<file path="config.mk">
export PLATFORM = sky130hd
export DESIGN_NAME = dht11_responder
export DESIGN_NICKNAME = d
export VERILOG_FILES = /design/src/rtl/dht11_responder.sv
export SDC_FILE = /design/constraint.sdc
export NUM_CORES = 1
export LEC_CHECK = 0
export ABC_CLOCK_PERIOD_IN_PS = 6300
export CORE_UTILIZATION = 60
export CTS_CLUSTER_DIAMETER = 150
export DETAILED_ROUTE_END_ITERATION = 10
export PLACE_DENSITY = 0.91
export SYNTH_ARGS = -nofsm -noshare
export SYNTH_HDL_FRONTEND = slang
export SYNTH_SLANG_ARGS = --single-unit
</file>
<file path="constraint.sdc">
create_clock -name clk -period 6.3 [get_ports clk]
set_input_delay 0.63 -clock clk [delete_from_list [all_inputs] [get_ports clk]]
set_output_delay 0.63 -clock clk [all_outputs]
set_load 0.1 [all_outputs]
</file>
<file path="src/rtl/dht11_responder.sv">
// DHT11 sensor emulator: answers a host start pulse with a 40-bit frame on an open-drain bus.
// Optional macro DHT11_RESP_ERR_INJECT_EN adds err_inject to corrupt checksum bit 0.
`timescale 1ns/1ps
module dht11_responder #(
    parameter int unsigned TICKS_PER_US = 100,
    parameter int unsigned START_MIN_US = 18000,
    parameter int unsigned SYNC_STAGES  = 2
) (
    input  logic       clk,
    input  logic       rst_n,
    input  logic [7:0] hum_int,
    input  logic [7:0] hum_dec,
    input  logic [7:0] temp_int,
    input  logic [7:0] temp_dec,
`ifdef DHT11_RESP_ERR_INJECT_EN
    input  logic       err_inject,
`endif
    input  logic       dq_in,
    output logic       dq_oe,
    output logic       busy,
    output logic       frame_done
);

    localparam int unsigned PW = (TICKS_PER_US > 1) ? $clog2(TICKS_PER_US) : 1;

    typedef enum logic [2:0] {
        IDLE, HOST_LOW, RESP_WAIT, RESP_LOW, RESP_HIGH, BIT_LOW, BIT_HIGH, END_LOW
    } state_t;

    state_t state, state_next;

    logic [SYNC_STAGES-1:0] sync_q;
    logic                   dq_s;
    logic [PW-1:0]          pre;
    logic                   us_tick;
    logic [15:0]            us_cnt;
    logic [39:0]            shreg;
    logic [5:0]             bit_idx;
    logic [7:0]             chk;
    logic                   oe_d, busy_d, done_d;

    assign dq_s    = sync_q[SYNC_STAGES-1];
    assign us_tick = (pre == PW'(TICKS_PER_US - 1));

`ifdef DHT11_RESP_ERR_INJECT_EN
    assign chk = (hum_int + hum_dec + temp_int + temp_dec) ^ {7'b0, err_inject};
`else
    assign chk = hum_int + hum_dec + temp_int + temp_dec;
`endif

    always_ff @(posedge clk or negedge rst_n) begin
        if (!rst_n) begin
            state      <= IDLE;
            dq_oe      <= 1'b0;
            busy       <= 1'b0;
            frame_done <= 1'b0;
        end else begin
            state      <= state_next;
            dq_oe      <= oe_d;
            busy       <= busy_d;
            frame_done <= done_d;
        end
    end

    // Each timed state exits on the last tick of its final microsecond, so D us = D*TICKS_PER_US cycles.
    always_comb begin
        state_next = state;
        case (state)
            IDLE:      if (!dq_s) state_next = HOST_LOW;
            HOST_LOW:  if (dq_s) state_next = (us_cnt >= 16'(START_MIN_US)) ? RESP_WAIT : IDLE;
            RESP_WAIT: if (us_tick && us_cnt == 16'd29) state_next = RESP_LOW;
            RESP_LOW:  if (us_tick && us_cnt == 16'd79) state_next = RESP_HIGH;
            RESP_HIGH: if (us_tick && us_cnt == 16'd79) state_next = BIT_LOW;
            BIT_LOW:   if (us_tick && us_cnt == 16'd49) state_next = BIT_HIGH;
            BIT_HIGH:  if (us_tick && us_cnt == (shreg[39] ? 16'd69 : 16'd25))
                           state_next = (bit_idx == 6'd39) ? END_LOW : BIT_LOW;
            END_LOW:   if (us_tick && us_cnt == 16'd49) state_next = IDLE;
            default:   state_next = IDLE;
        endcase
    end

    always_comb begin
        oe_d   = (state_next == RESP_LOW) || (state_next == BIT_LOW) || (state_next == END_LOW);
        busy_d = (state_next != IDLE) && (state_next != HOST_LOW);
        done_d = (state == END_LOW) && (state_next == IDLE);
    end

    always_ff @(posedge clk or negedge rst_n) begin
        if (!rst_n) begin
            sync_q  <= '1;
            pre     <= '0;
            us_cnt  <= '0;
            shreg   <= '0;
            bit_idx <= '0;
        end else begin
            sync_q <= {sync_q[SYNC_STAGES-2:0], dq_in};
            if (state_next != state) begin
                pre    <= '0;
                us_cnt <= '0;
            end else begin
                pre <= us_tick ? '0 : pre + 1'b1;
                if (us_tick && us_cnt != '1) us_cnt <= us_cnt + 16'd1;
            end
            if (state == HOST_LOW && state_next == RESP_WAIT) begin
                shreg   <= {hum_int, hum_dec, temp_int, temp_dec, chk};
                bit_idx <= '0;
            end else if (state == BIT_HIGH && state_next != BIT_HIGH) begin
                shreg   <= {shreg[38:0], 1'b0};
                bit_idx <= bit_idx + 6'd1;
            end
        end
    end

endmodule
</file>
Figure 1. Floorplan with the power grid (run 1).
Pins as bars on the die edge. Tap cells in grey.
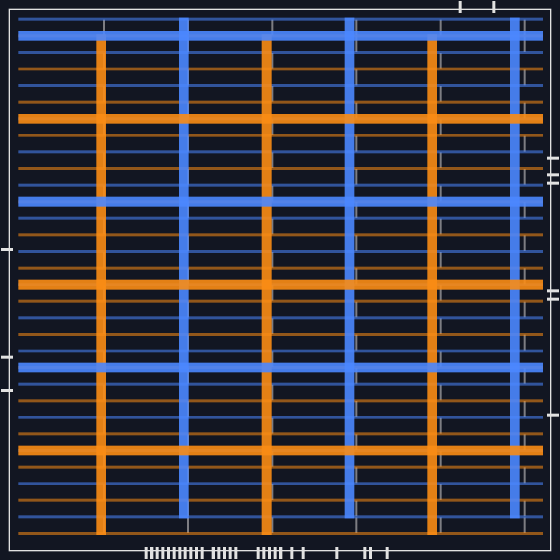
legend:
  orange:
    net: VSS
  blue:
    net: VDD
tap cells: 99
met1 rails: 32
met5 straps: 6
signal pins: 38
core footprint: 7250 µm²
vertical die size: 88.6 µm
peak supply drop: 114 µV
die boundary width: 88.6 µm

Figure 2. Placement by cell class (run 1).
Bar = 20 µm. Fill, decap, tap and diode cells in grey.
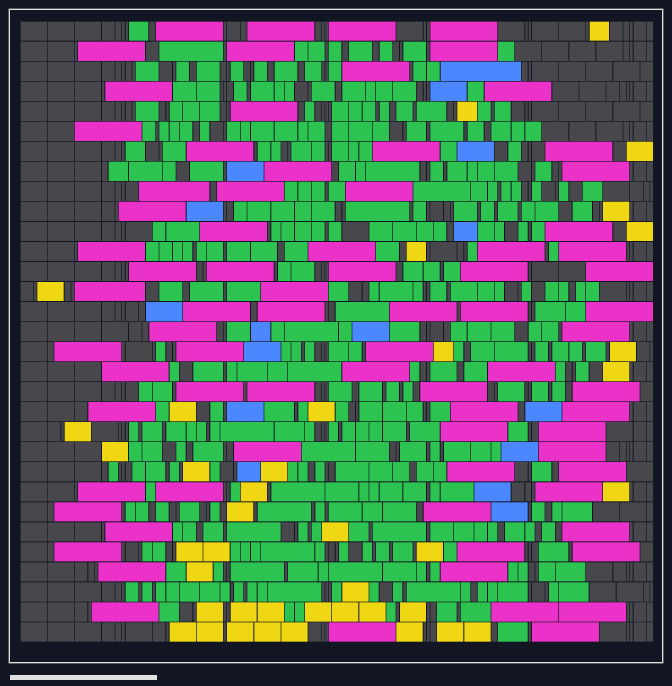
legend:
  blue:
    class: clock drivers and dummy loads
    cells: 16
  yellow:
    class: remaining buffers and delay cells
    cells: 40
  magenta:
    class: sequential cells
    cells: 77
  green:
    class: combinational and other logic
    cells: 349
post-route cell area: 5110 µm²
Final Util: 70.5%
sequential share of cell area: 37.7%

==> flow_summary_export.csv, run 1 <==
group,metric,value,unit
layout,fin_nets,538,
logic_synthesis,mappedNetlistNets,514,
critical_path,cp_data_required_time,6.54,ns
logic_synthesis,postSynth.topFlopCell,"sky130_fd_sc_hd__dfrtp_1",
critical_path,cpMostUsedCell,"sky130_fd_sc_hd__fa_1",
critical_path,library_cell_contributing_the_largest_single_delay_on_the_critical_path,"sky130_fd_sc_hd__fa_1",
die,floorplan.io_pins,38,
min_path,whs_endpoint,"sync_q[1]",
final_timing,max_clock_freq,0.262,GHz
logic_synthesis,synth.cellmix.xorXnorShare,5.84,%
logic_synthesis,synth-edff-count,0,
outcome,status,"finished clean",
critical_path,setup.worst_path.start,"hum_int[1]",
detailed_routing,routedWlPerCell,17.1,µm
power_and_ir_drop,clock_power,403,µW
cts,post_cts_resized,0,
detailed_routing,drt-pass1-iter-count,5,
layout,share_of_final_layout_standard_cells_stronger_than_drive_strength_1,11.0,%
critical_path,worst-r2r-setup-slack,3.08,ns
power_and_ir_drop,power_frac_clock,37.7,%
logic_synthesis,synth.distinct_cells,55,
layout,comb_area,2230,µm²
logic_synthesis,simple_gate_share,15.3,%
global_route,globalRoute.totalOverflow,0,
logic_synthesis,synthTopCellsByCount,"sky130_fd_sc_hd__dfrtp_1, sky130_fd_sc_hd__inv_1, sky130_fd_sc_hd__a21oi_1",
critical_path,cell_depth_of_the_worst_setup_path,13,
placement,placed_cells,565,
logic_synthesis,synth_top_cell_by_area,"sky130_fd_sc_hd__dfrtp_1",
power_and_ir_drop,power.share.switching,26.0,%
global_route,first_global_vias,3369,
global_route,globalRouteTotalUtil,27.3,%
power_and_ir_drop,largestPowerGroup,"registers",
power_and_ir_drop,power.sequential.fraction,46.8,%
global_route,pin_count_of_the_biggest_net_entering_global_routing,78,
die,chip_area,7840,µm²
critical_path,critical_path_arrival,4.07,ns
critical_path,path_delay_family,"adder cells",
job,warning_count,29,
global_route,met3_usage,4.10,%
final_timing,period_minus_slack,3.82,ns
cts,post_cts.repair.setup_buffers,0,
min_path,timing.hold.worst.class,"flop to flop",
logic_synthesis,synth_dominant_cell_count,"sky130_fd_sc_hd__dfrtp_1",
logic_synthesis,syn_inst,453,
critical_path,endpoint_kind,"flop",
critical_path,worst-r2r-cell-count,7,
critical_path,critical_path.reg2reg.startpoint,"pre[2]",
cts,clock_tree.htree_level_count,3,
job,maxCapViolations,0,
detailed_routing,route.detailed.vias_per_inst,6.07,
detailed_routing,postRouteAntennaNets,0,
logic_synthesis,yosysSeqAreaShare,42.9,%
final_timing,worst_clock_skew,0.0140,ns
min_path,hp-start,"sync_q[0]",
power_and_ir_drop,combPwrFrac,15.5,%
layout,layout_top_cells_excl_fill_tap,"sky130_fd_sc_hd__dfrtp_1, sky130_fd_sc_hd__inv_1, sky130_fd_sc_hd__clkdlybuf4s50_1",
final_timing,min_period_over_period,60.7,%
logic_synthesis,synth_flops,77,
power_and_ir_drop,pwr.group.combinational,166,µW
layout,syn2layout_area_growth,13.8,%
power_and_ir_drop,power_per_cell_area,209,nW/µm²
final_timing,finalHoldViolations,0,
layout,top_regs,"shreg (40), us_cnt (16), pre (7)",
die,floorplan.initialDensity,62.0,%
power_and_ir_drop,net-switching-power,278,µW
layout,layout.cells.most_common,"sky130_fd_sc_hd__dfrtp_1",
logic_synthesis,syn_area,4500,µm²
detailed_routing,detailedRoute.firstIterationViolations,362,
placement,place_hpwl,6970,µm
global_route,grt.busiest_layer,"met2",
logic_synthesis,top_area_share,41.7,%
power_and_ir_drop,total_internal_power,792,µW
placement,dp_slack,2.12,ns
logic_synthesis,postSynth.asyncResetShare,100,%
Figure 3. Signal wires on met2 (run 1).
Bar = 20 µm.
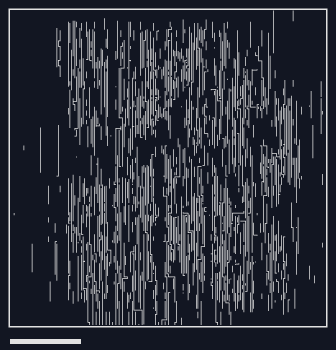
wire length on this layer: 4,850 µm
share of all routed wire: 49%
longest straight run: 27.2 µm
main direction: vertical
vias post-DR: 3,527
fraction of met2 tracks used by global routing: 44.1%
Routed Wire Length: 9910 µm

[run 1: metrics by stage]
stage	instance area [µm²]	total power, µW	hold slack (ns)	util, %
CTS	5110	1070	0.365	70.5
global placement	4890	664	0.349	67.5
floorplan	4500	613	0.334	-
finish	5110	1070	0.358	70.5
detailed placement	4890	673	0.355	67.5
global route	5110	1110	0.370	70.5
[run 1: routing by layer]
metal / share of wire [%] / vias up / routed length [µm]
li1: - / 1628 / -
met1: 43 / 1728 / 4230
met2: 49 / 141 / 4850
met3: 5.5 / 30 / 541
met4: 2.9 / 0 / 290
met5: 0 / - / 0
[run 1: area by class of cell]
cell class                      instances  area share [%]
Clock buffer                           12            3.23
Multi-Input combinational cell        290            43.6
Sequential cell                        77            37.7
Tap cell                               99            2.42
Inverter                               59            4.33
Clock inverter                          4            1.08
Timing Repair Buffer                   40            7.63
==> run 2, diff against run 1 <==
==> config.mk (replaced) <==
export PLATFORM = sky130hd
export DESIGN_NAME = dht11_responder
export DESIGN_NICKNAME = d
export VERILOG_FILES = /design/src/rtl/dht11_responder.sv
export SDC_FILE = /design/constraint.sdc
export NUM_CORES = 1
export LEC_CHECK = 0
export ABC_CLOCK_PERIOD_IN_PS = 3200
export CORE_UTILIZATION = 53
export CTS_CLUSTER_DIAMETER = 150
export DETAILED_ROUTE_END_ITERATION = 10
export PLACE_DENSITY = 0.86
export SYNTH_ARGS = -nofsm -noshare
export SYNTH_HDL_FRONTEND = slang
export SYNTH_SLANG_ARGS = --single-unit
==> constraint.sdc (replaced) <==
create_clock -name clk -period 3.2 [get_ports clk]
set_input_delay 0.32 -clock clk [delete_from_list [all_inputs] [get_ports clk]]
set_output_delay 0.32 -clock clk [all_outputs]
set_load 0.1 [all_outputs]
Figure 4. Clock distribution (run 2).
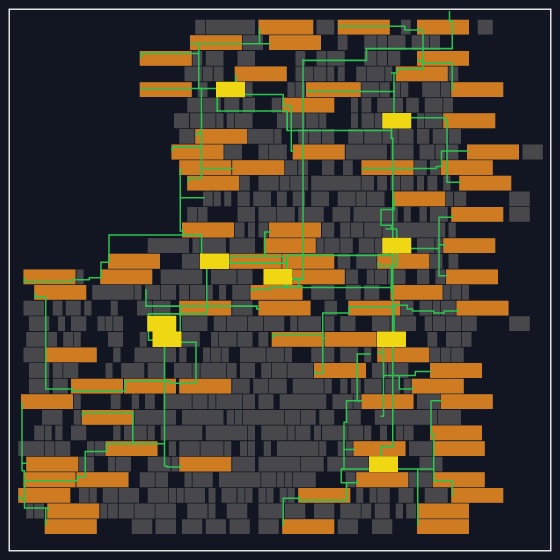
legend:
  yellow:
    item: clock drivers
    count: 9
  green:
    item: clock wires
    length: 1,000 µm
  orange:
    item: flip-flops
    count: 77
routed clock nets: 10
flops lie: all over the die
worst-skew pair later-pin latency: 0.36 ns
power drawn by the clock network: 831 µW

==> flow_summary_export.csv, run 2 <==
group,metric,value,unit
detailed_routing,detailedRoute.firstIterationViolations,255,
power_and_ir_drop,combPwrFrac,17.5,%
min_path,timing.hold.worst.class,"primary input to async pin",
power_and_ir_drop,power_total,2200,µW
layout,top_regs,"shreg (40), us_cnt (16), pre (7)",
power_and_ir_drop,total_internal_power,1640,µW
logic_synthesis,synthTopCellsByCount,"sky130_fd_sc_hd__dfrtp_1, sky130_fd_sc_hd__inv_1, sky130_fd_sc_hd__a21oi_1",
critical_path,endpoint_kind,"flop",
die,die_height,94.1,µm
global_route,globalRouteTotalUtil,25.0,%
logic_synthesis,synth_flops,77,
cts,post_cts_resized,3,
detailed_routing,drt_wl_total,10000,µm
logic_synthesis,synth-edff-count,0,
layout,share_of_final_layout_standard_cells_stronger_than_drive_strength_1,14.2,%
critical_path,worst-r2r-setup-slack,0.39,ns
job,warning_count,29,
placement,dp_slack,-0.592,ns
global_route,met3_usage,4.61,%
logic_synthesis,yosysSeqAreaShare,42.9,%
critical_path,path_delay_family,"adder cells",
final_timing,min_period_over_period,96.1,%
placement,placed_cells,581,
critical_path,setup.worst_path.start,"hum_dec[2]",
global_route,grt_util_met2,39.1,%
critical_path,worst-r2r-cell-count,6,
job,maxCapViolations,0,
die,floorplan.initialDensity,54.7,%
layout,fin_nets,550,
layout,layout.cells.most_common,"sky130_fd_sc_hd__dfrtp_1",
logic_synthesis,syn_inst,453,
logic_synthesis,postSynth.asyncResetShare,100,%
power_and_ir_drop,power.sequential.fraction,44.7,%
global_route,globalRoute.totalOverflow,0,
die,floorplan.io_pins,38,
detailed_routing,topRoutingLayerUsed,"met4",
critical_path,critical_path_arrival,3.32,ns
logic_synthesis,syn_area,4500,µm²
detailed_routing,drt-pass1-iter-count,5,
outcome,status,"finished clean",
logic_synthesis,top_area_share,41.7,%
logic_synthesis,synth.distinct_cells,55,
die,chip_area,8850,µm²
detailed_routing,met2RoutedLength,4840,µm
cts,clock_tree.htree_level_count,3,
power_and_ir_drop,net-switching-power,566,µW
placement,placed_area,4980,µm²
final_timing,max_clock_freq,0.325,GHz
final_timing,hold_slack,0.107,ns
## run 2: cell types whose count changed in the layout (fill, tap and decap cells not counted), sizes merged
cell and change:
clkinv -1, dlymetal6s2s +3, buf +12, bufinv +1, clkdlybuf4s50 -3
## run 2: layout make-up
cell class	instances	area, µm²
clock buffers	12	145
clock inverters	4	72.6
fillers	648	2990
inverters	59	221
multi-input cells	290	2240
flip-flops and latches	77	1930
well taps	105	131
repair buffers	52	488
## run 2: cells by family after synthesis
logic type / count (synthesis) / synth area share, %
adder cells (fa/ha/maj): 26 / 9.57
flip-flops: 77 / 42.9
XOR/XNOR: 30 / 5.84
AND/OR/NAND/NOR: 115 / 15.3
AND-OR/OR-AND: 117 / 18.2
multiplexers: 2 / 0.445
buffers and inverters: 86 / 7.77
==> run 3, diff against run 2 <==
--- a/config.mk
+++ b/config.mk
@@ -9,6 +9,7 @@
 export CORE_UTILIZATION = 53
 export CTS_CLUSTER_DIAMETER = 150
 export DETAILED_ROUTE_END_ITERATION = 10
+export GPL_ROUTABILITY_DRIVEN = 1
 export PLACE_DENSITY = 0.86
 export SYNTH_ARGS = -nofsm -noshare
 export SYNTH_HDL_FRONTEND = slang
Figure 5. Signal wires on met2 (run 3).
Bar = 20 µm.
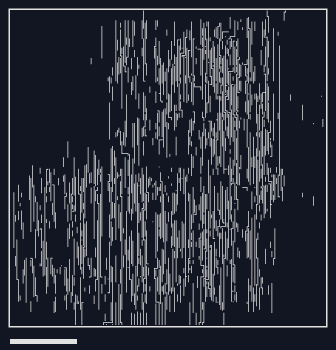
main direction: vertical
nets with wire on the layer: 471
share of all routed wire: 48%
longest straight run: 38.8 µm
wire length on this layer: 4,840 µm
vias post-DR: 3,565
fraction of met2 tracks used by global routing: 39.1%

==> flow_summary_export.csv, run 3 <==
group,metric,value,unit
die,core_region_area,8220,µm²
layout,seqAreaFraction,36.9,%
layout,layout.non_clock_inverters,59,
detailed_routing,route.detailed.vias_per_inst,5.95,
job,maxCapViolations,0,
final_timing,max_clock_freq,0.325,GHz
die,floorplan.io_pins,38,
logic_synthesis,syn_area,4500,µm²
power_and_ir_drop,power_total,2200,µW
power_and_ir_drop,power_per_cell_area,421,nW/µm²
layout,fin_nets,550,
logic_synthesis,synth_top_cell_by_area,"sky130_fd_sc_hd__dfrtp_1",
die,floorplan.initialDensity,54.7,%
final_timing,period_minus_slack,3.07,ns
final_timing,min_period_over_period,96.1,%
logic_synthesis,synthMuxAreaShare,0.445,%
die,floorplan.die.width,94.1,µm
global_route,globalRoute.totalOverflow,0,
logic_synthesis,synthTopCellsByCount,"sky130_fd_sc_hd__dfrtp_1, sky130_fd_sc_hd__inv_1, sky130_fd_sc_hd__a21oi_1",
layout,signal_buffer_area_fraction,9.33,%
detailed_routing,wl_met1,4590,µm
layout,comb_area,2240,µm²
placement,dp_slack,-0.592,ns
min_path,timing.hold.worst.class,"primary input to async pin",
placement,placed_area,4980,µm²
critical_path,worst-r2r-setup-slack,0.39,ns
cts,post_cts_resized,3,
critical_path,library_cell_contributing_the_largest_single_delay_on_the_critical_path,"sky130_fd_sc_hd__fa_1",
placement,placed_cells,581,
detailed_routing,drt-pass1-iter-count,5,
layout,layout_top_cells_excl_fill_tap,"sky130_fd_sc_hd__dfrtp_1, sky130_fd_sc_hd__inv_1, sky130_fd_sc_hd__clkdlybuf4s50_1",
layout,syn2layout_area_growth,16.3,%
job,warning_count,29,
layout,fin_area,5230,µm²
detailed_routing,detailedRoute.firstIterationViolations,255,
critical_path,cp_data_required_time,3.44,ns
layout,final_core_utilization,63.7,%
logic_synthesis,synth_flops,77,
critical_path,critical_path.reg2reg.startpoint,"pre[2]",
final_timing,finalHoldViolations,0,
die,chip_area,8850,µm²
logic_synthesis,synth-edff-count,0,
cts,clock.latency.late_pin,0.36,ns
die,die_height,94.1,µm
logic_synthesis,ys_top_logic_family,"AND-OR/OR-AND gates",
final_timing,hold_slack,0.107,ns
layout,flop_area,1930,µm²
layout,fill_cell_total_of_the_finished_layout,648,
logic_synthesis,synth.distinct_cells,55,
layout,top_regs,"shreg (40), us_cnt (16), pre (7)",
critical_path,endpoint_kind,"flop",
detailed_routing,met3_wirelength,456,µm
detailed_routing,routedWlPerCell,16.8,µm
detailed_routing,met2RoutedLength,4840,µm
logic_synthesis,post_synth_ao_oa_area_fraction,18.2,%
outcome,status,"finished clean",
layout,layout.cells.most_common,"sky130_fd_sc_hd__dfrtp_1",
logic_synthesis,mappedNetlistNets,514,
layout,nClkBuffers,12,
logic_synthesis,synth.cellmix.xorXnorShare,5.84,%
layout,area_dominant_class,"multi-input combinational cells",
critical_path,cell_depth_of_the_worst_setup_path,12,
final_timing,worst_clock_skew,0.00975,ns
global_route,globalRouteTotalUtil,25.0,%
logic_synthesis,postSynth.asyncResetShare,100,%
detailed_routing,postRouteAntennaNets,0,
layout,comb-cell-share,42.9,%
detailed_routing,drt_wl_total,10000,µm
critical_path,critical_path_arrival,3.32,ns
logic_synthesis,postSynth.topFlopCell,"sky130_fd_sc_hd__dfrtp_1",
layout,buffers,52,
layout,share_of_final_layout_standard_cells_stronger_than_drive_strength_1,14.2,%
==> run 3: worst register-to-register path: stages (launching register included) <==
cell and delay (ns):
sky130_fd_sc_hd__dfrtp_1 0.45, sky130_fd_sc_hd__nor4b_4 0.41, sky130_fd_sc_hd__nand4b_1 0.25, sky130_fd_sc_hd__or2_2 0.40, sky130_fd_sc_hd__o211ai_1 0.27, sky130_fd_sc_hd__or3_1 0.67
sky130_fd_sc_hd__a21oi_1 0.21
==> run 3: power breakdown <==
part,switching [µW],internal [µW]
clock network,370,460
registers,6.09,978
logic,189,196
total,566,1630
Power is estimated from default activity; no workload was simulated.
